Figure 1. Sizing map (run 1).
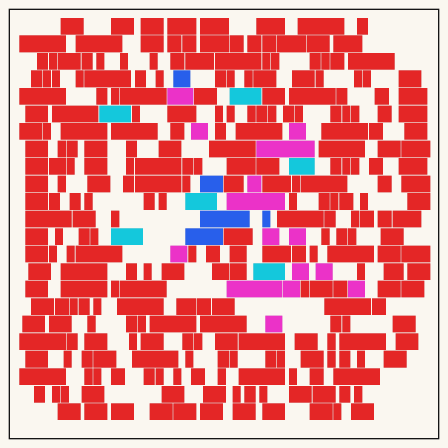
Figure 2. Routing congestion (run 1).
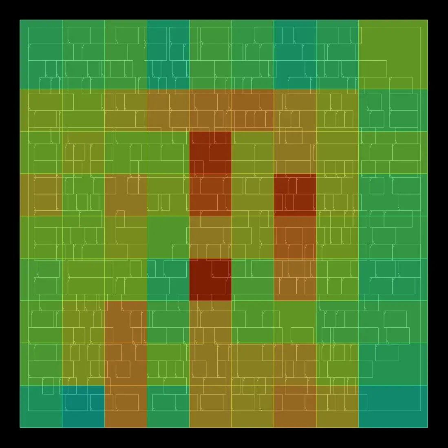
Figure 3. Wires at chosen ports, followed through buffers (run 1).
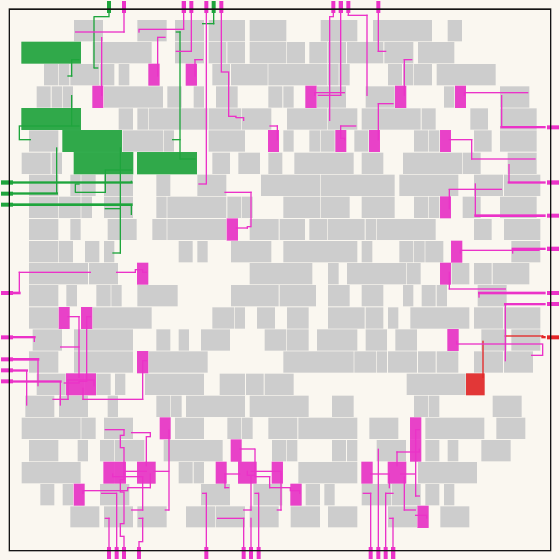
<file path="src/rtl/const_load_sequencer_pkg.sv">
// rtl/const_load_sequencer_pkg.sv - shared state encoding and defaults for the constant-load sequencer
package const_load_sequencer_pkg;

  typedef enum logic [1:0] {
    ST_IDLE = 2'd0,
    ST_LUI  = 2'd1,
    ST_ORI  = 2'd2,
    ST_DONE = 2'd3
  } state_t;

  localparam int REG_ADDR_W_DEF = 5;

endpackage

</file>
<file path="src/rtl/const_load_sequencer_forlui_16to32.sv">
// rtl/const_load_sequencer_forlui_16to32.sv - LUI word former: upper half from immediate, lower half zero
module forlui_16to32 (
  input  logic [15:0] i_imm16,
  output logic [31:0] o_word
);

  assign o_word = {i_imm16, 16'h0000};

endmodule

</file>
<file path="src/rtl/const_load_sequencer.sv">
// rtl/const_load_sequencer.sv - expands a 32-bit constant load into LUI/ORI register-file writes
module const_load_sequencer
  import const_load_sequencer_pkg::*;
#(
  parameter int REG_ADDR_W = REG_ADDR_W_DEF,
  parameter bit ELIDE_EN   = 1'b1
) (
  input  logic                  i_clk,
  input  logic                  i_reset,
  input  logic                  i_req_valid,
  output logic                  o_req_ready,
  input  logic [REG_ADDR_W-1:0] i_req_rd,
  input  logic [31:0]           i_req_imm,
  input  logic                  i_rf_grant,
  output logic                  o_rf_req,
  output logic                  o_rf_we,
  output logic [REG_ADDR_W-1:0] o_rf_waddr,
  output logic [31:0]           o_rf_wdata,
  output logic                  o_busy,
  output logic                  o_done
);

  state_t                r_state;
  state_t                w_next;
  logic [REG_ADDR_W-1:0] r_rd;
  logic [15:0]           r_hi;
  logic [15:0]           r_lo;
  logic [31:0]           w_lui;
  logic                  w_accept;

  forlui_16to32 u_forlui (
    .i_imm16 (r_hi),
    .o_word  (w_lui)
  );

  assign w_accept = i_req_valid && (r_state == ST_IDLE);

  always_ff @(posedge i_clk) begin
    if (i_reset) begin
      r_state <= ST_IDLE;
      r_rd    <= '0;
      r_hi    <= '0;
      r_lo    <= '0;
    end else begin
      r_state <= w_next;
      if (w_accept) begin
        r_rd <= i_req_rd;
        r_hi <= i_req_imm[31:16];
        r_lo <= i_req_imm[15:0];
      end
    end
  end

  // $zero destinations skip the RF entirely; elision only drops a step whose half is zero
  always_comb begin
    w_next = r_state;
    case (r_state)
      ST_IDLE: begin
        if (i_req_valid) begin
          if (i_req_rd == '0)                              w_next = ST_DONE;
          else if (ELIDE_EN && (i_req_imm[31:16] == 16'h0)) w_next = ST_ORI;
          else                                             w_next = ST_LUI;
        end
      end
      ST_LUI: begin
        if (i_rf_grant) begin
          if (ELIDE_EN && (r_lo == 16'h0)) w_next = ST_DONE;
          else                             w_next = ST_ORI;
        end
      end
      ST_ORI: begin
        if (i_rf_grant) w_next = ST_DONE;
      end
      ST_DONE: w_next = ST_IDLE;
      default: w_next = ST_IDLE;
    endcase
  end

  assign o_req_ready = (r_state == ST_IDLE);
  assign o_busy      = (r_state != ST_IDLE);
  assign o_done      = (r_state == ST_DONE);
  assign o_rf_req    = (r_state == ST_LUI) || (r_state == ST_ORI);
  assign o_rf_we     = o_rf_req && i_rf_grant;
  assign o_rf_waddr  = r_rd;
  assign o_rf_wdata  = (r_state == ST_ORI) ? (w_lui | {16'h0000, r_lo}) : w_lui;

endmodule

</file>
<file path="config.mk">
export PLATFORM = sky130hd
export DESIGN_NAME = const_load_sequencer
export DESIGN_NICKNAME = d
export VERILOG_FILES = /design/src/rtl/const_load_sequencer_pkg.sv /design/src/rtl/const_load_sequencer_forlui_16to32.sv /design/src/rtl/const_load_sequencer.sv
export SDC_FILE = /design/constraint.sdc
export NUM_CORES = 1
export LEC_CHECK = 0
export CORE_UTILIZATION = 40
export DETAILED_ROUTE_END_ITERATION = 16
export PLACE_DENSITY_LB_ADDON = 0.1
export SYNTH_ARGS = -nofsm -noshare
export SYNTH_HDL_FRONTEND = slang
export SYNTH_SLANG_ARGS = --single-unit
</file>
<file path="constraint.sdc">
create_clock -name i_clk -period 1.79 [get_ports i_clk]
set_input_delay 0.179 -clock i_clk [delete_from_list [all_inputs] [get_ports i_clk]]
set_output_delay 0.179 -clock i_clk [all_outputs]
set_load 0.005 [all_outputs]
</file>
==> impl_metrics.env, run 1 <==
# yosys + openroad results
export IMPL_ys_area_um2=1660
export IMPL_pwr_density_cell_nw_per_um2=1080
export IMPL_tightest_slew_ps=486
export IMPL_cp_buffers_inverters=2
export IMPL_die_area_um2=4420
export IMPL_top_cells_by_area="dfxtp_1 47%, nand2_1 17%, a21oi_1 11%, and2_1 6.4%, ha_1 3.8%"
export IMPL_async_reset_ff_share_pct=0
export IMPL_cts_made_buffers=5
export IMPL_antenna_found_initial=0
export IMPL_yosysTopAreaCell="dfxtp_1"
export IMPL_ff_type="dfxtp_1"
export IMPL_die_height_um=66.5
export IMPL_drtIter0Drc=59
export IMPL_ant_nets=0
export IMPL_ys_top_cells_by_count="75 x nand2_1, 39 x dfxtp_1, 37 x a21oi_1, 17 x and2_1, 10 x clkbuf_1"
export IMPL_rsz0062_at_grt="no"
export IMPL_crit_family="buffers and inverters"
export IMPL_path_class="reg -> out"
export IMPL_viasPerCell=4.85
export IMPL_dpl_cell_area_um2=2540
export IMPL_status="finished clean"
export IMPL_drt_met1_wl_um=1830
export IMPL_clk_latency_ps=280
export IMPL_crit_arrival_ps=1510
export IMPL_start_kind="flop"
export IMPL_grt_max_degree=38
export IMPL_most_common_cell="nand2_1"
export IMPL_die_w_um=66.5
export IMPL_fin_area_um2=2720
export IMPL_rows=23
export IMPL_finalSetupTns_ps=0
export IMPL_vias=1693
export IMPL_use_met1_pct=24.8
export IMPL_clk_pin_slew_ps=70
export IMPL_wl_um=4180
export IMPL_final_cell_mix="75 x nand2_1, 65 x clkdlybuf4s50_1, 37 x a21oi_1, 37 x dfxtp_1, 17 x and2_1"
export IMPL_yosys_warnings=0
export IMPL_top_usage_layer="met2"
export IMPL_h_tree_depth=2
export IMPL_cts_hold_buffers=0
export IMPL_fin_crit_sh_pct=94.2
export IMPL_cts_root_buffer="clkbuf_8"
export IMPL_p_leak_nw=1.31
export IMPL_cts_sinks=39
export IMPL_finalSetupViolations=0
export IMPL_hold_viol=0
export IMPL_fillerInstances=361
export IMPL_drc=0
export IMPL_dr_pass1_iters=4
export IMPL_synth_seq_share_pct=47.0
export IMPL_relSlewSlack_pct=67.5
export IMPL_syn_nets=259
-- Figure 1 (at the start) --
- _3 and _4 cells: magenta (cells 15; most used buf_4)
- _2 cells: blue (cells 5)
- _0 and _1 cells: red (cells 273; most used nand2_1)
- _6 and larger: cyan (cells 6; most used clkbuf_8)

-- Figure 2 (at the start) --
Total GRT Usage: 20.6%
met3 Use GR: 5.48%
DR WL/cell: 12.0 um
GR Util met2: 35.7%

-- Figure 3 (at the start) --
- o_rf_waddr: green (bits 5; direction output; end cells 5; buffers 5; wire 117 um)
- i_req_imm: magenta (bits 32; direction input; end cells 36; buffers 32; wire 549 um)
- o_rf_we: red (bits 1; direction output; end cells 1; buffers 1; wire 9.40 um)
# IOs: 83
buffers added on ports: 82

## run 1: stage by stage
step	cells	utilization, %	hold WS (ps)	setup slack [ps]
after floorplan	213	-	312	252
after global placement	339	63.4	442	82.9
after detailed placement	339	63.4	448	47.6
after CTS	349	66.8	437	12.7
after global routing	349	67.9	445	47.9
final	349	67.9	443	104
## run 1: registers in the layout, summed over array words and instances, names as in the netlist
register and flops:
r_state 2, o_rf_waddr 5, r_hi 16, r_lo 16
## run 1: what timing repair did
action	in CTS	in global routing
pin swaps	1	0
resized	11	17
setup endpoints to repair	18	16
setup buffers	4	0
## run 1: worst paths after layout
kind                      from         end  slack, ps  depth (start not counted)
setup / recovery    r_state[1]    o_rf_req        100                          3
hold reg to reg        r_hi[8]     r_hi[8]        450                          2
setup reg to reg       r_lo[1]  r_state[0]        310                          4
hold / removal    i_req_imm[4]     r_lo[4]        440                          3
## run 1: power by group
| group | internal [mW] | leakage [nW] | total [mW] | switching [mW] |
|---|---|---|---|---|
| Clock | 0.259 | 0.0371 | 0.529 | 0.269 |
| Combinational | 0.667 | 0.954 | 1.25 | 0.585 |
| Sequential | 1.04 | 0.321 | 1.14 | 0.103 |
## run 1: cell families (layout without fill, tap and decap cells)
logic type                 count (synthesis)  after routing  share of synthesized area [%]
buffers and inverters                     16            102                           4.29
DFF                                       39             39                           47.0
AOI/OAI and AO/OA                         43             43                           14.2
adders and majority gates                  5              5                           3.77
and+or+nand+nor                          110            110                           30.8
## run 1: layout make-up
class,count,area (um^2),area share (%)
Clock buffer,6,72.6,2.67
Tap cell,50,62.6,2.30
Multi-Input combinational cell,158,835,30.7
Inverter,3,13.8,0.507
Sequential cell,39,786,28.9
Timing Repair Buffer,93,946,34.8
==> run 2: changes to the inputs <==
--- a/config.mk
+++ b/config.mk
@@ -5,7 +5,9 @@
 export SDC_FILE = /design/constraint.sdc
 export NUM_CORES = 1
 export LEC_CHECK = 0
-export CORE_UTILIZATION = 40
+export CELL_PAD_IN_SITES_DETAIL_PLACEMENT = 0
+export CELL_PAD_IN_SITES_GLOBAL_PLACEMENT = 2
+export CORE_UTILIZATION = 21
 export DETAILED_ROUTE_END_ITERATION = 16
 export PLACE_DENSITY_LB_ADDON = 0.1
 export SYNTH_ARGS = -nofsm -noshare
Figure 4. Cell classes on the final placement (run 2).
The bar under the picture is 20 um long.
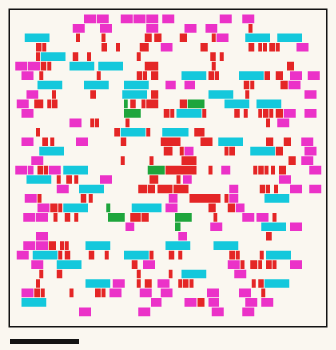
- combinational and other logic: red (cells 161; share of their area 33%)
- clock drivers and dummy loads: green (cells 8; share of their area 3.1%)
- other buffers and delay cells: magenta (cells 91; share of their area 34%)
- flops: cyan (cells 39; share of their area 30%)

Figure 5. Routing congestion (run 2).
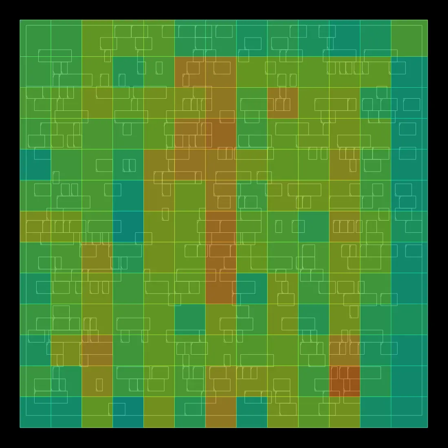
met3 Use GR: 3.69%
Total GRT Usage: 12.4%
GR Util met2: 19.6%
DR WL/cell: 12.5 um

==> run 2 against run 1 <==
Worst setup slack got worse by 39 ps. Count of clock-buffer cells in the layout rose by 1. Via count fell by 1.1%. Sequential power barely moved. Flip-flop count did not move. Die area rose by 87%. Fmax fell by 2.2%. Critical path type unchanged. Largest power group unchanged.
==> impl_metrics.env, run 2 <==
# yosys + openroad results
export IMPL_status="finished clean"
export IMPL_fin_area_um2=2720
export IMPL_endpoint="o_rf_wdata[2]"
export IMPL_synthTopLogicFamily="simple AND/OR/NAND/NOR gates"
export IMPL_rows=32
export IMPL_yosys_warnings=0
export IMPL_powerClk_mw=0.576
export IMPL_synth_xor_area_share_pct=0
export IMPL_cts_made_buffers=5
export IMPL_seq_power_mw=1.14
export IMPL_rsz0062_at_grt="yes"
export IMPL_switching_share_pct=33.9
export IMPL_dr_pass1_iters=4
export IMPL_pwr_share_comb_pct=41.9
export IMPL_path_class="reg -> out"
export IMPL_vias=1675
export IMPL_worstSetupPathDepth=4
export IMPL_power_top_group="combinational logic"
export IMPL_worstReg2RegStart="r_lo[1]"
export IMPL_clk_latency_ps=290
export IMPL_hold_viol=0
export IMPL_cts_hold_buffers=0
export IMPL_worst_slack_ps=65.3
export IMPL_cts_root_buffer="clkbuf_8"
export IMPL_crit_family="buffers and inverters"
export IMPL_ys_area_um2=1660
export IMPL_r2r_end="r_state[0]"
export IMPL_ff_type="dfxtp_1"
export IMPL_viasPerCell=4.18
export IMPL_relSlewSlack_pct=68.4
export IMPL_place_hpwl_um=3650
export IMPL_p_clk_share_pct=19.5
export IMPL_p_leak_nw=1.02
export IMPL_top_cells_by_area="dfxtp_1 47%, nand2_1 17%, a21oi_1 11%, and2_1 6.4%, ha_1 3.8%"
export IMPL_tightest_slew_ps=470
export IMPL_pwr_density_cell_nw_per_um2=1090
export IMPL_powerComb_mw=1.24
export IMPL_finalSetupTns_ps=0
export IMPL_adder_share_pct=3.77
export IMPL_worstHoldPathCells=2
export IMPL_die_w_um=91.0
export IMPL_p_int_mw=1.95
export IMPL_ys_sh_mux_pct=0
export IMPL_antenna_found_initial=0
export IMPL_cts_sinks=39
export IMPL_p_sw_mw=1.00
export IMPL_finalSetupViolations=0
export IMPL_grt_max_degree=38
export IMPL_p_seq_share_pct=38.6
export IMPL_ios=83
export IMPL_ant_nets=0
export IMPL_drc=0
export IMPL_die_height_um=91.0
export IMPL_ys_top_cells_by_count="75 x nand2_1, 39 x dfxtp_1, 37 x a21oi_1, 17 x and2_1, 10 x clkbuf_1"
export IMPL_most_common_cell="nand2_1"
export IMPL_start_kind="flop"
export IMPL_crit_arrival_ps=1550
export IMPL_die_area_um2=8270
export IMPL_final_cell_mix="77 x clkdlybuf4s50_1, 75 x nand2_1, 37 x a21oi_1, 37 x dfxtp_1, 17 x and2_1"
export IMPL_r2r_cells=4
export IMPL_dpl_cell_area_um2=2610
export IMPL_h_tree_depth=2
export IMPL_syn_nets=259
export IMPL_drtIter0Drc=52
export IMPL_wl_um=5010
export IMPL_fin_crit_sh_pct=96.4
export IMPL_synth_simple_area_share_pct=30.8
## run 2: worst min path at each step
stage	startpoint	endpoint	slack [ps]
after floorplan	i_req_imm[16]	r_hi[0]	310
after global placement	r_hi[15]	r_hi[15]	440
after detailed placement	r_hi[3]	r_hi[3]	450
after global routing	i_reset	o_rf_waddr[2]	350
final	i_reset	o_rf_waddr[2]	330
after CTS	i_reset	r_hi[8]	350
## run 2: cells by family (layout without fill, tap and decap cells)
group	count (synthesis)	in the layout
buf+inv	16	102
simple gates	110	110
fa+ha+maj	5	5
compound gates	43	43
flops	39	39
## run 2: what timing repair did
| item | 4_1_cts | 5_1_grt |
|---|---|---|
| setup endpoints to repair | 19 | 13 |
| pin swaps | 1 | 0 |
| endpoints found under the hold margin | 0 | 0 |
| resized | 10 | 1 |
## run 2: layer usage
| metal | vias to the layer above | routed length, um | share of wire, % | GRT usage [%] |
|---|---|---|---|---|
| met5 | - | 0 | 0 | 0 |
| met4 | 0 | 56 | 1.1 | 4.37 |
| met3 | 4 | 327 | 6.5 | 3.69 |
| met2 | 50 | 2250 | 45 | 19.6 |
| met1 | 751 | 2380 | 47 | 16.1 |
| li1 | 870 | - | - | - |
## run 2: layout make-up
cell class              instances  area, um^2
clock buffers                   7        76.3
multi-input cells             158         835
flip-flops and latches         39         786
inverters                       3        11.3
clock inverters                 1        5.00
fillers                       851        4970
repair buffers                 91         878
well taps                     102         128
## run 2: stage by stage
step / hold WS, ps / std cells / utilization (%)
2_1_floorplan: 312 / 213 / -
3_3_place_gp: 442 / 393 / 34.0
3_5_place_dp: 448 / 393 / 34.0
4_1_cts: 346 / 401 / 35.3
5_1_grt: 348 / 401 / 35.4
6_report: 330 / 401 / 35.4
==> run 3: changes to the inputs <==
--- a/config.mk
+++ b/config.mk
@@ -9,7 +9,7 @@
 export CELL_PAD_IN_SITES_GLOBAL_PLACEMENT = 2
 export CORE_UTILIZATION = 21
 export DETAILED_ROUTE_END_ITERATION = 16
-export PLACE_DENSITY_LB_ADDON = 0.1
+export PLACE_DENSITY = 0.8
 export SYNTH_ARGS = -nofsm -noshare
 export SYNTH_HDL_FRONTEND = slang
 export SYNTH_SLANG_ARGS = --single-unit
Figure 6. Wires at chosen ports, followed through buffers (run 3).
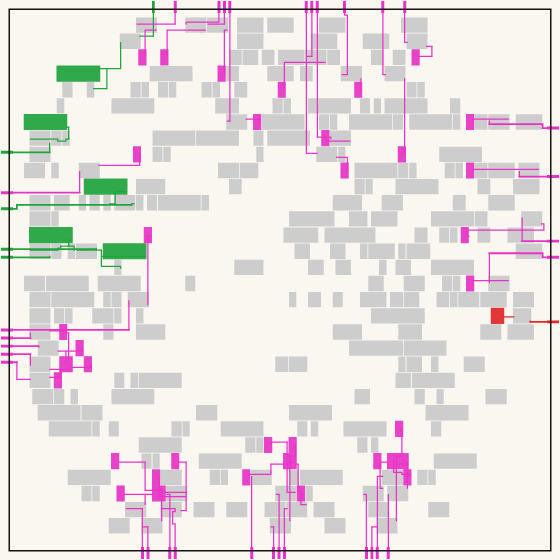
- o_rf_we: red (bits 1; direction output; end cells 1; buffers 1; wire 5.00 um)
- o_rf_waddr: green (bits 5; direction output; end cells 5; buffers 5; wire 112 um)
- i_req_imm: magenta (bits 32; direction input; end cells 36; buffers 32; wire 606 um)

==> run 3 against run 2 <==
Clock power barely moved. Largest cell class unchanged. Final area rose by 3.6%. Die area did not move. Fmax rose by 5.7%. Synthesized area did not move. Worst setup slack improved by 93 ps. Via count rose by 1.6%.
==> impl_metrics.env, run 3 <==
# yosys + openroad results
export IMPL_status="finished clean"
export IMPL_use_met1_pct=15.3
export IMPL_grt_use_total_pct=12.2
export IMPL_drc=0
export IMPL_grt_max_degree=42
export IMPL_cts_made_buffers=5
export IMPL_grtUsageMet2_pct=19.6
export IMPL_hold_viol=0
export IMPL_most_common_cell="nand2_1"
export IMPL_ant_nets=0
export IMPL_path_class="reg -> out"
export IMPL_top_usage_layer="met2"
export IMPL_grtUsageMet3_pct=4.77
export IMPL_final_cell_mix="75 x nand2_1, 63 x clkdlybuf4s50_1, 37 x a21oi_1, 37 x dfxtp_1"
export IMPL_drt_met1_wl_um=2250
export IMPL_highest_layer="met4"
export IMPL_ios=83
export IMPL_crit_arrival_ps=1450
export IMPL_dpl_cell_area_um2=2640
export IMPL_top_cells_by_area="dfxtp_1 47%, nand2_1 17%, a21oi_1 11%, and2_1 6.4%, ha_1 3.8%"
export IMPL_rsz0062_at_grt="no"
export IMPL_whs_ps=433
export IMPL_die_height_um=91.0
export IMPL_fillerInstances=820
export IMPL_cts_root_buffer="clkbuf_8"
export IMPL_ff_type="dfxtp_1"
export IMPL_dr_wl_met3_um=320
export IMPL_dr_wl_met2_um=2380
export IMPL_logic_area_um2=835
export IMPL_viasPerCell=4.22
export IMPL_finalSetupViolations=0
export IMPL_die_w_um=91.0
export IMPL_pwr_density_cell_nw_per_um2=1070
export IMPL_fin_area_um2=2820
export IMPL_ys_area_um2=1660
export IMPL_syn_nets=259
export IMPL_wl_per_cell_um=12.4
export IMPL_ys_top_cells_by_count="75 x nand2_1, 39 x dfxtp_1, 37 x a21oi_1, 17 x and2_1, 10 x clkbuf_1"
export IMPL_fin_crit_sh_pct=91.1
export IMPL_dr_pass1_iters=4
export IMPL_h_tree_depth=2
export IMPL_clk_latency_ps=290
export IMPL_p_leak_nw=1.34
export IMPL_wl_um=4980
export IMPL_start_kind="flop"
export IMPL_die_area_um2=8270
Figure 7. Cell classes on the final placement (run 3).
The bar under the picture is 20 um long.
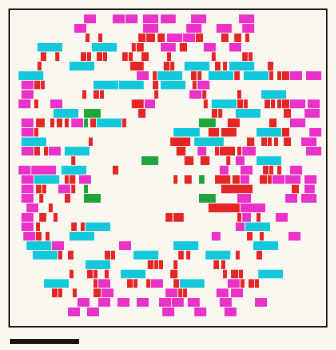
- clock drivers and dummy loads: green (cells 8; share of their area 3.0%)
- other buffers and delay cells: magenta (cells 93; share of their area 36%)
- flops: cyan (cells 39; share of their area 29%)
- combinational and other logic: red (cells 161; share of their area 31%)

## run 3: stage by stage
step           TNS, ps  cells  total power [mW]  utilization (%)  setup slack, ps
2_1_floorplan        0    213              1.73                -              252
3_3_place_gp         0    393              2.40             34.4             30.4
3_5_place_dp     -1.58    393              2.42             34.4            -1.58
4_1_cts              0    401              3.07             35.8             3.24
5_1_grt              0    403              3.27             36.6             77.7
6_report             0    403              3.02             36.6              159
## run 3: layout make-up
class	instances	area share, %
timing repair buffer	93	34.7
sequential	39	27.9
tap	102	4.53
inverter	3	0.400
clock inverter	1	0.178
multi-input combinational	158	29.6
clock buffer	7	2.71
## run 3: repair_timing
action	CTS	global route
hold buffers	0	0
endpoints found under the setup margin	19	17
setup buffers	0	2
hold endpoints to repair	0	0
resized	7	22
pin swaps	1	0
## run 3: where the power goes
group | internal (mW) | switching (mW) | total, mW
Combinational | 0.692 | 0.607 | 1.30
Clock | 0.274 | 0.302 | 0.576
Sequential | 1.04 | 0.104 | 1.14
## run 3: cells by family (layout without fill, tap and decap cells)
| family | after synthesis | after routing | synth area share (%) |
|---|---|---|---|
| compound gates | 43 | 43 | 14.2 |
| fa+ha+maj | 5 | 5 | 3.77 |
| buf+inv | 16 | 104 | 4.29 |
| flops | 39 | 39 | 47.0 |
| simple gates | 110 | 110 | 30.8 |
## run 3: path summary, 6_finish.rpt
path,from,end,slack [ps],cells past startpoint
worst min register to register,o_rf_waddr[2],o_rf_waddr[2],460,2
worst min-delay path,i_req_imm[14],r_lo[14],430,3
worst max-delay path,r_state[0],o_req_ready,160,4
worst max register to register,r_lo[1],r_state[0],260,4
## run 3: worst max-delay path, stage by stage, from the launching register on
cell	delay, ps
dfxtp_2	330
inv_2	70
buf_4	130
ha_4	140
clkdlybuf4s50_1	500
Power and IR drop assume default switching activity.
